Design register_file, sky130hd; sources not shown.
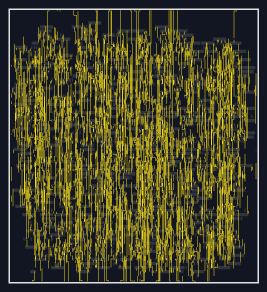
Figure 1: run 1, signal wires on met2.
Drawn at 1.5 px/um. Cells faint in the background.
The layer holds 46% of the routed length. The longest straight run is 67.7 um. 1396 nets have wire on it. The layer carries 20.2 mm of wire.
met2 demand-to-capacity share in global routing: 48.7%
post-detailed-routing wire length: 44200 um

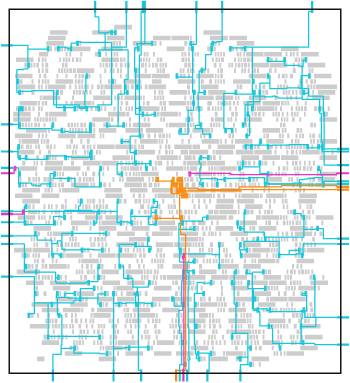
Figure 2: run 1, I/O nets highlighted.
Drawn at 2 px/um.
Key: wstrb = magenta [bits 4, direction input, edge 2 west, 1 east, 1 south, end cells 4, buffers 0, wire 147 um]; wdata = cyan [bits 32, direction input, edge 9 east, 9 west, 7 north, 7 south, end cells 224, buffers 0, wire 3070 um]; waddr = orange [bits 3, direction input, edge 2 east, 1 south, end cells 13, buffers 0, wire 325 um]
buffers added on ports: 0
I/O pin cnt: 112

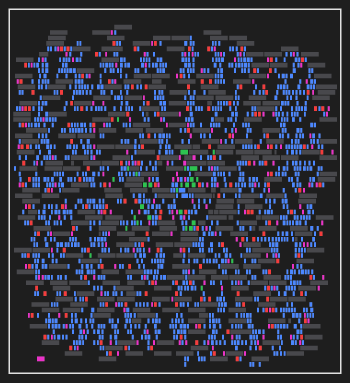
Figure 3: run 1, selected gate families.
Drawn at 2 px/um.
Key: NAND gates = blue [cells 1398, where spread over the die]; inverting AOI/OAI gates = red [cells 160, where spread over the die]; inverters = magenta [cells 175, where spread over the die]; NOR gates = green [cells 28, where center]
commonest non-fill, non-tap cell in the layout: nand2_1
Cell Count, Final, Fillers Out: 2414
logic gate fraction of the total cell area: 45.2%

==> flow_metrics.py, run 1 <==
# Generated from Yosys and OpenROAD reports
metrics = {
    "status": {
        "run_status": "finished clean",
    },
    "cts": {
        "clockRootBuffer": "clkbuf_16",
        "tritoncts_num_sinks": 224,
        "numCtsBuffers": 26,
        "clock_path_buffers": 3,
        "clock.latency.late_pin_ns": 0.53,
        "cts_setup_buffers": 0,
        "cts-htree-levels": 1,
        "cts_repair_resize_count": 0,
        "cts_tree": "built",
        "cts.hold.buffers_added": 0,
        "clk_transition_reported_paths_ns": 0.06,
    },
    "cells_and_area": {
        "final_layout_top_logic_cells": "1198 x nand2_1, 224 x dfrtp_1, 198 x nand3_1, 172 x inv_1, 157 x o21ai_0",
        "comb_area_um2": 6450,
        "n_fill_cell": 2921,
        "register_area_um2": 5610,
        "drive_above_1_share_pct": 3.62,
        "largest_register_ff_count": 224,
        "area_delta_synth_final_pct": 8.68,
        "nets": 2073,
    },
    "sta": {
        "post-route-worst-setup-slack_ns": 5.04,
        "final-max-slew-violation-count": 0,
        "rsz0062_at_grt": "no",
        "worst_slew_margin_rel_pct": 34.4,
        "layout_min_cycle_time_ns": 4.36,
        "setup-tns-final_ns": 0,
        "finalCritPeriodShare_pct": 46.4,
        "fmax_mhz": 229,
        "hold_viol_final": 0,
        "clock-skew-final_ns": 0,
        "timing_worst_slew_pin_value_ns": 0.981,
        "setup_viol": 0,
    },
    "detailed_routing": {
        "routed_via_count": 12976,
        "post_drt_via_cell_ratio": 5.38,
        "average_detailed_routed_wire_length_per_instance_um": 18.3,
        "drt-pass1-iter-count": 5,
        "route.antenna.remaining_nets": 0,
        "detail_route.iter0.violations": 1199,
        "drc_errors": 0,
    },
    "critical_path": {
        "cpPeakStageDelay_ns": 0.64,
        "timing.critical_path.slowest_stage_cell": "inv_1",
        "worst_setup_path_end_kind": "primary output",
        "timing.critical_path.required_ns": 7.99,
        "worstPathArrival_ns": 2.95,
        "rr_worst_depth": 2,
        "critPathKind": "input pin to primary output",
        "worstPathMaxFanout": 66,
        "timing.critical_path.cells": "inv_1, buf_4, nand2_1, nand2_1, nand2_1, nand2_1",
        "critical-path-top-cell-by-count": "nand2_1",
        "crit_path_start_kind": "input pin",
        "reg2reg_slack_ns": 8.66,
    },
    "yosys": {
        "synth_cell_type_count": 14,
        "synth.cell_area_um2": 13100,
        "yosys-stat-area_um2": 13100,
        "ys.warnings.count": 32,
        "ys_seq_elements": 224,
        "mean_instance_size_in_the_synthesized_netlist_um2": 6.28,
        "yosys.area.top_type_share_pct": 42.6,
        "netlist_top_cells_area": "dfrtp_1 43%, nand2_1 34%, nand3_1 7.5%, o21ai_0 6.0%, inv_1 4.9%",
        "netlist_instances": 2094,
        "yosysTopAreaCell": "dfrtp_1",
        "yosys_cells": 2094,
        "yosysSeqAreaShare_pct": 42.6,
        "syn-num-nets": 2142,
    },
    "grt": {
        "grt_max_degree": 98,
        "via_count_of_the_first_global_routing_pass": 12462,
        "groute.usage.overall_pct": 31.2,
        "grt_antenna_before_repair": 1,
        "grt_pass1_wl_um": 70000,
        "grt_total_ovfl": 0,
    },
    "pwr": {
        "vdd_drop_max_mv": 0.156,
        "power_density_nw_per_um2": 211,
        "p_leak_nw": 7.86,
    },
    "die": {
        "die_area_um2": 29900,
        "die.size.x_um": 165,
        "placementRows": 65,
        "fp_util_pct": 45.8,
        "die-height_um": 181,
        "core_area_um2": 28700,
    },
    "hold_path": {
        "hold-path-cell-count": 2,
        "timing.hold.worst.class": "flip-flop to flip-flop",
    },
    "place": {
        "worst_setup_slack_after_placement_ns": 5.24,
        "place.gp.congestion": 0.858,
        "place_hpwl_um": 25000,
    },
    "flow_run": {
        "openroad.warnings": 26,
        "max-cap-violations": 0,
    },
}
## run 1: synth_stat cells (all sizes together)
| library cell | instances |
|---|---|
| o21ai | 160 |
| buf | 45 |
| nand2 | 1198 |
| nor2 | 28 |
| nand3 | 200 |
| dfrtp | 224 |
| clkbuf | 64 |
| inv | 175 |
## run 1: report_power, final
part           switching (mW)  internal, mW
Combinational           0.392         0.205
Clock                   0.420         0.702
Sequential              0.128          1.17
Total                   0.940          2.08
## run 1: cell type report
class,count,area share [%]
Multi-Input combinational cell,1586,45.2
Timing Repair Buffer,12,0.990
Tap cell,368,3.22
Inverter,175,4.67
Clock buffer,39,5.68
Sequential cell,224,39.2
Antenna cell,1,0.0175
Clock inverter,9,1.02
## run 1: cells by family after synthesis
| kind of cell | synth area share (%) |
|---|---|
| simple gates | 42.8 |
| buf+inv | 8.47 |
| flops | 42.6 |
| compound gates | 6.09 |
## run 1: per-stage QoR
step	utilization [%]	instance area, um2	power (mW)	cells	hold WS (ns)
6_report	49.8	14300	3.02	2414	0.471
5_1_grt	49.8	14300	3.20	2414	0.488
4_1_cts	49.7	14300	3.04	2413	0.473
3_5_place_dp	46.4	13300	1.91	2365	0.458
3_3_place_gp	46.1	13200	1.88	2363	0.455
2_1_floorplan	-	13100	1.78	2094	0.442
## run 1: worst max-delay path: cells and delay by family
family,cells,cell delay [ns]
buffers and inverters,2,1.09
AND/OR/NAND/NOR,4,0.39
## run 1: layer usage
metal / up-vias / wire length [um] / global-route usage [%]
met1: 6050 / 18700 / 40.8
li1: 6275 / - / -
met5: - / 0 / -
met2: 564 / 20200 / 48.7
met3: 87 / 3940 / 5.95
met4: 0 / 1280 / 9.17
--- run 2 (diff from run 1) ---
--- a/config.mk
+++ b/config.mk
@@ -12,7 +12,7 @@
 export DETAILED_ROUTE_END_ITERATION = 10
 export DONT_BUFFER_PORTS = 1
 export MAX_ROUTING_LAYER = met4
-export PLACE_DENSITY = 0.63
+export PLACE_DENSITY = 0.65
 export SLEW_MARGIN = 30
 export SYNTH_ARGS = -nofsm -noshare
 export SYNTH_HDL_FRONTEND = slang
==> constraint.sdc (replaced) <==
create_clock -name clk -period 3.8 [get_ports clk]
set_input_delay 0.57 -clock clk [delete_from_list [all_inputs] [get_ports clk]]
set_output_delay 0.57 -clock clk [all_outputs]
set_load 0.01 [all_outputs]
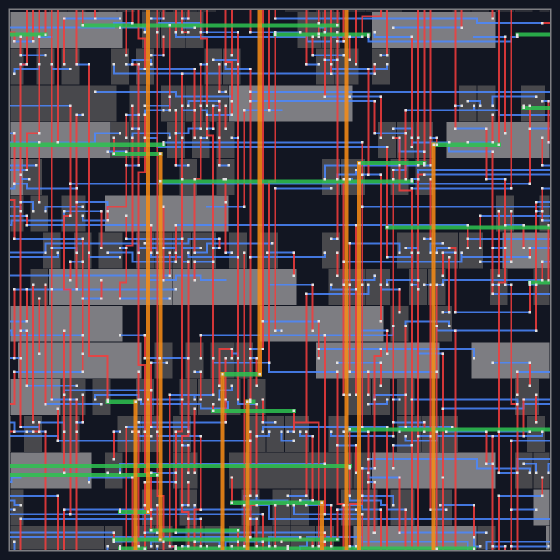
Figure 4: run 2, close-up of the layout.
Window x 62 to 102, y 107 to 147 um. Cells in gray, sequential cells in the stronger gray; small squares are vias.
Key: met3 = green; met1 = blue; met2 = red; met4 = orange
138 logic cells have their middle in the window. Sequential cells in the window: 16. Most frequent: nand2_1 (86), dfrtp_1 (16), nand3_1 (14).

==> run 2 against run 1 <==
- routed wire length is 1.5% lower
- utilization is 0.14 points lower
- clock power is 130% higher
- via count is 0.99% higher
- clock skew stayed put
- flip-flop count stayed put
- count of clock-buffer cells in the layout is 4 lower
==> flow_metrics.py, run 2 <==
# Generated from Yosys and OpenROAD reports
metrics = {
    "detailed_routing": {
        "route.antenna.remaining_nets": 0,
        "met2_wirelength_um": 19900,
        "drc_errors": 0,
        "average_detailed_routed_wire_length_per_instance_um": 18.0,
        "detailed_routing_wirelength_on_met1_um": 18800,
        "detailroute.wirelength.met3_um": 3600,
        "drt-pass1-iter-count": 7,
        "detail_route.iter0.violations": 1212,
        "dr.max_layer_used": "met4",
        "post_drt_via_cell_ratio": 5.41,
    },
    "cts": {
        "cts_repair_resize_count": 0,
        "clk_transition_reported_paths_ns": 0.06,
        "tritoncts_num_sinks": 224,
        "clock_path_buffers": 3,
        "cts_setup_buffers": 0,
        "cts_tree": "built",
        "cts.hold.buffers_added": 0,
        "cts-htree-levels": 1,
        "numCtsBuffers": 27,
        "clockRootBuffer": "clkbuf_16",
        "clock.latency.late_pin_ns": 0.54,
    },
    "sta": {
        "layout_min_cycle_time_ns": 2.56,
        "timing_worst_slew_pin_value_ns": 0.998,
        "setup_viol": 0,
        "rsz0062_at_grt": "no",
        "finalCritPeriodShare_pct": 67.3,
        "setup-tns-final_ns": 0,
        "hold_viol_final": 0,
        "fmax_mhz": 391,
        "worst_slew_margin_rel_pct": 33.2,
        "final-max-slew-violation-count": 0,
        "post-route-worst-setup-slack_ns": 1.24,
        "clock-skew-final_ns": 0,
        "worst_hold_slack_ns": 0.0497,
    },
    "die": {
        "core_area_um2": 28700,
        "die-height_um": 181,
        "placementRows": 65,
        "fp_util_pct": 45.8,
        "die_area_um2": 29900,
        "i_o_pin_cnt": 112,
        "die.size.x_um": 165,
    },
    "yosys": {
        "synth_top_flop_cell": "dfrtp_1",
        "synth_cell_type_count": 14,
        "yosys_cells": 2094,
        "ys.warnings.count": 32,
        "yosys-stat-area_um2": 13100,
        "yosysSeqAreaShare_pct": 42.6,
        "netlist_instances": 2094,
        "post-synth-top-count-cell": "nand2_1",
        "synth.cell_area_um2": 13100,
        "ys_seq_elements": 224,
        "netlist_top_cells_area": "dfrtp_1 43%, nand2_1 34%, nand3_1 7.5%, o21ai_0 6.0%, inv_1 4.9%",
        "yosysTopAreaCell": "dfrtp_1",
        "ys_top_cells_by_count": "1198 x nand2_1, 224 x dfrtp_1, 198 x nand3_1",
        "syn-num-nets": 2142,
        "share_of_flip_flops_with_an_asynchronous_set_or_reset_pct": 100,
        "mean_instance_size_in_the_synthesized_netlist_um2": 6.28,
        "synth-edff-count": 0,
        "yosys.area.top_type_share_pct": 42.6,
    },
    "grt": {
        "grt_antenna_before_repair": 2,
        "grt_pass1_wl_um": 69000,
        "grt_total_ovfl": 0,
        "grt_max_degree": 98,
        "via_count_of_the_first_global_routing_pass": 12471,
        "groute.usage.overall_pct": 30.6,
    },
    "place": {
        "numPortBuffers": 0,
        "placedCellCount": 2371,
        "worst_setup_slack_after_placement_ns": 1.27,
        "place_hpwl_um": 25000,
        "place.gp.congestion": 0.839,
    },
    "pwr": {
        "vdd_drop_max_mv": 0.482,
        "p_leak_nw": 7.84,
        "power_density_nw_per_um2": 508,
    },
    "critical_path": {
        "worstPathArrival_ns": 1.99,
        "crit_path_start_kind": "input pin",
        "rr_worst_depth": 2,
        "worst_setup_path_end_kind": "primary output",
        "worstPathMaxFanout": 97,
        "reg2reg_slack_ns": 3.06,
        "critPathKind": "input pin to primary output",
        "timing.critical_path.required_ns": 3.23,
    },
    "cells_and_area": {
        "final_util_pct": 49.6,
        "drive_above_1_share_pct": 3.70,
        "area_delta_synth_final_pct": 8.38,
        "final_cells": 2423,
        "largest_register_ff_count": 224,
        "final_layout_top_logic_cells": "1198 x nand2_1, 224 x dfrtp_1, 198 x nand3_1, 172 x inv_1, 157 x o21ai_0",
        "lay_top_count": "nand2_1",
        "nets": 2081,
    },
    "status": {
        "run_status": "finished clean",
    },
    "flow_run": {
        "openroad.warnings": 26,
        "max-cap-violations": 0,
    },
    "hold_path": {
        "timing.hold.worst.class": "input pin to async pin",
    },
}
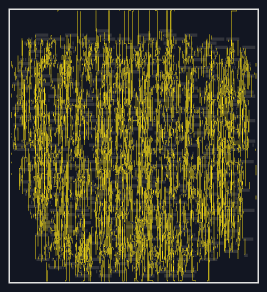
Figure 5: run 2, signal wires on met2.
Drawn at 1.5 px/um. Cells faint in the background.
1398 nets have wire on it. The wires run mostly vertical.
routed via count: 13105
met2 demand-to-capacity share in global routing: 48.1%
post-detailed-routing wire length: 43500 um

-- run 2: cells by family (layout without fill, tap and decap cells) --
group | Yosys count | in the layout | synth area share (%)
other cells | 0 | 2 | 0
simple gates | 1426 | 1426 | 42.8
buf+inv | 284 | 243 | 8.47
compound gates | 160 | 160 | 6.09
flops | 224 | 224 | 42.6
-- run 2: worst max-delay path: stages --
cell      delay (ns)
clkinv_2        0.09
nor2_4          0.65
buf_4           0.31
nand2_1         0.07
nand2_1         0.07
nand2_1         0.05
nand2_1         0.12
-- run 2: final cells by class --
class / instances / area (um2)
Antenna cell: 2 / 5.00
Clock buffer: 35 / 746
Clock inverter: 14 / 121
Fill cell: 2976 / 14500
Inverter: 175 / 663
Multi-Input combinational cell: 1586 / 6440
Sequential cell: 224 / 5610
Tap cell: 368 / 460
Timing Repair Buffer: 19 / 204
-- run 2: per-stage QoR --
step,instance area (um2),power (mW)
after floorplan,13100,4.40
after detailed placement,13300,4.72
after CTS,14200,7.26
after global routing,14200,7.68
after global placement,13300,4.67
final,14200,7.24
-- run 2: where the power goes --
group          internal [mW]  total, mW  switching, mW
logic                  0.512       1.48          0.970
clock network           1.46       2.55           1.09
registers               2.90       3.21          0.314
-- run 2: metal layers --
layer	vias to the layer above	global-route usage, %
met4	0	9.58
met3	99	5.17
met1	6200	40.0
met2	515	48.1
li1	6291	-
met5	-	-
Power figures rest on the tool's default switching activity, not on a simulated workload.
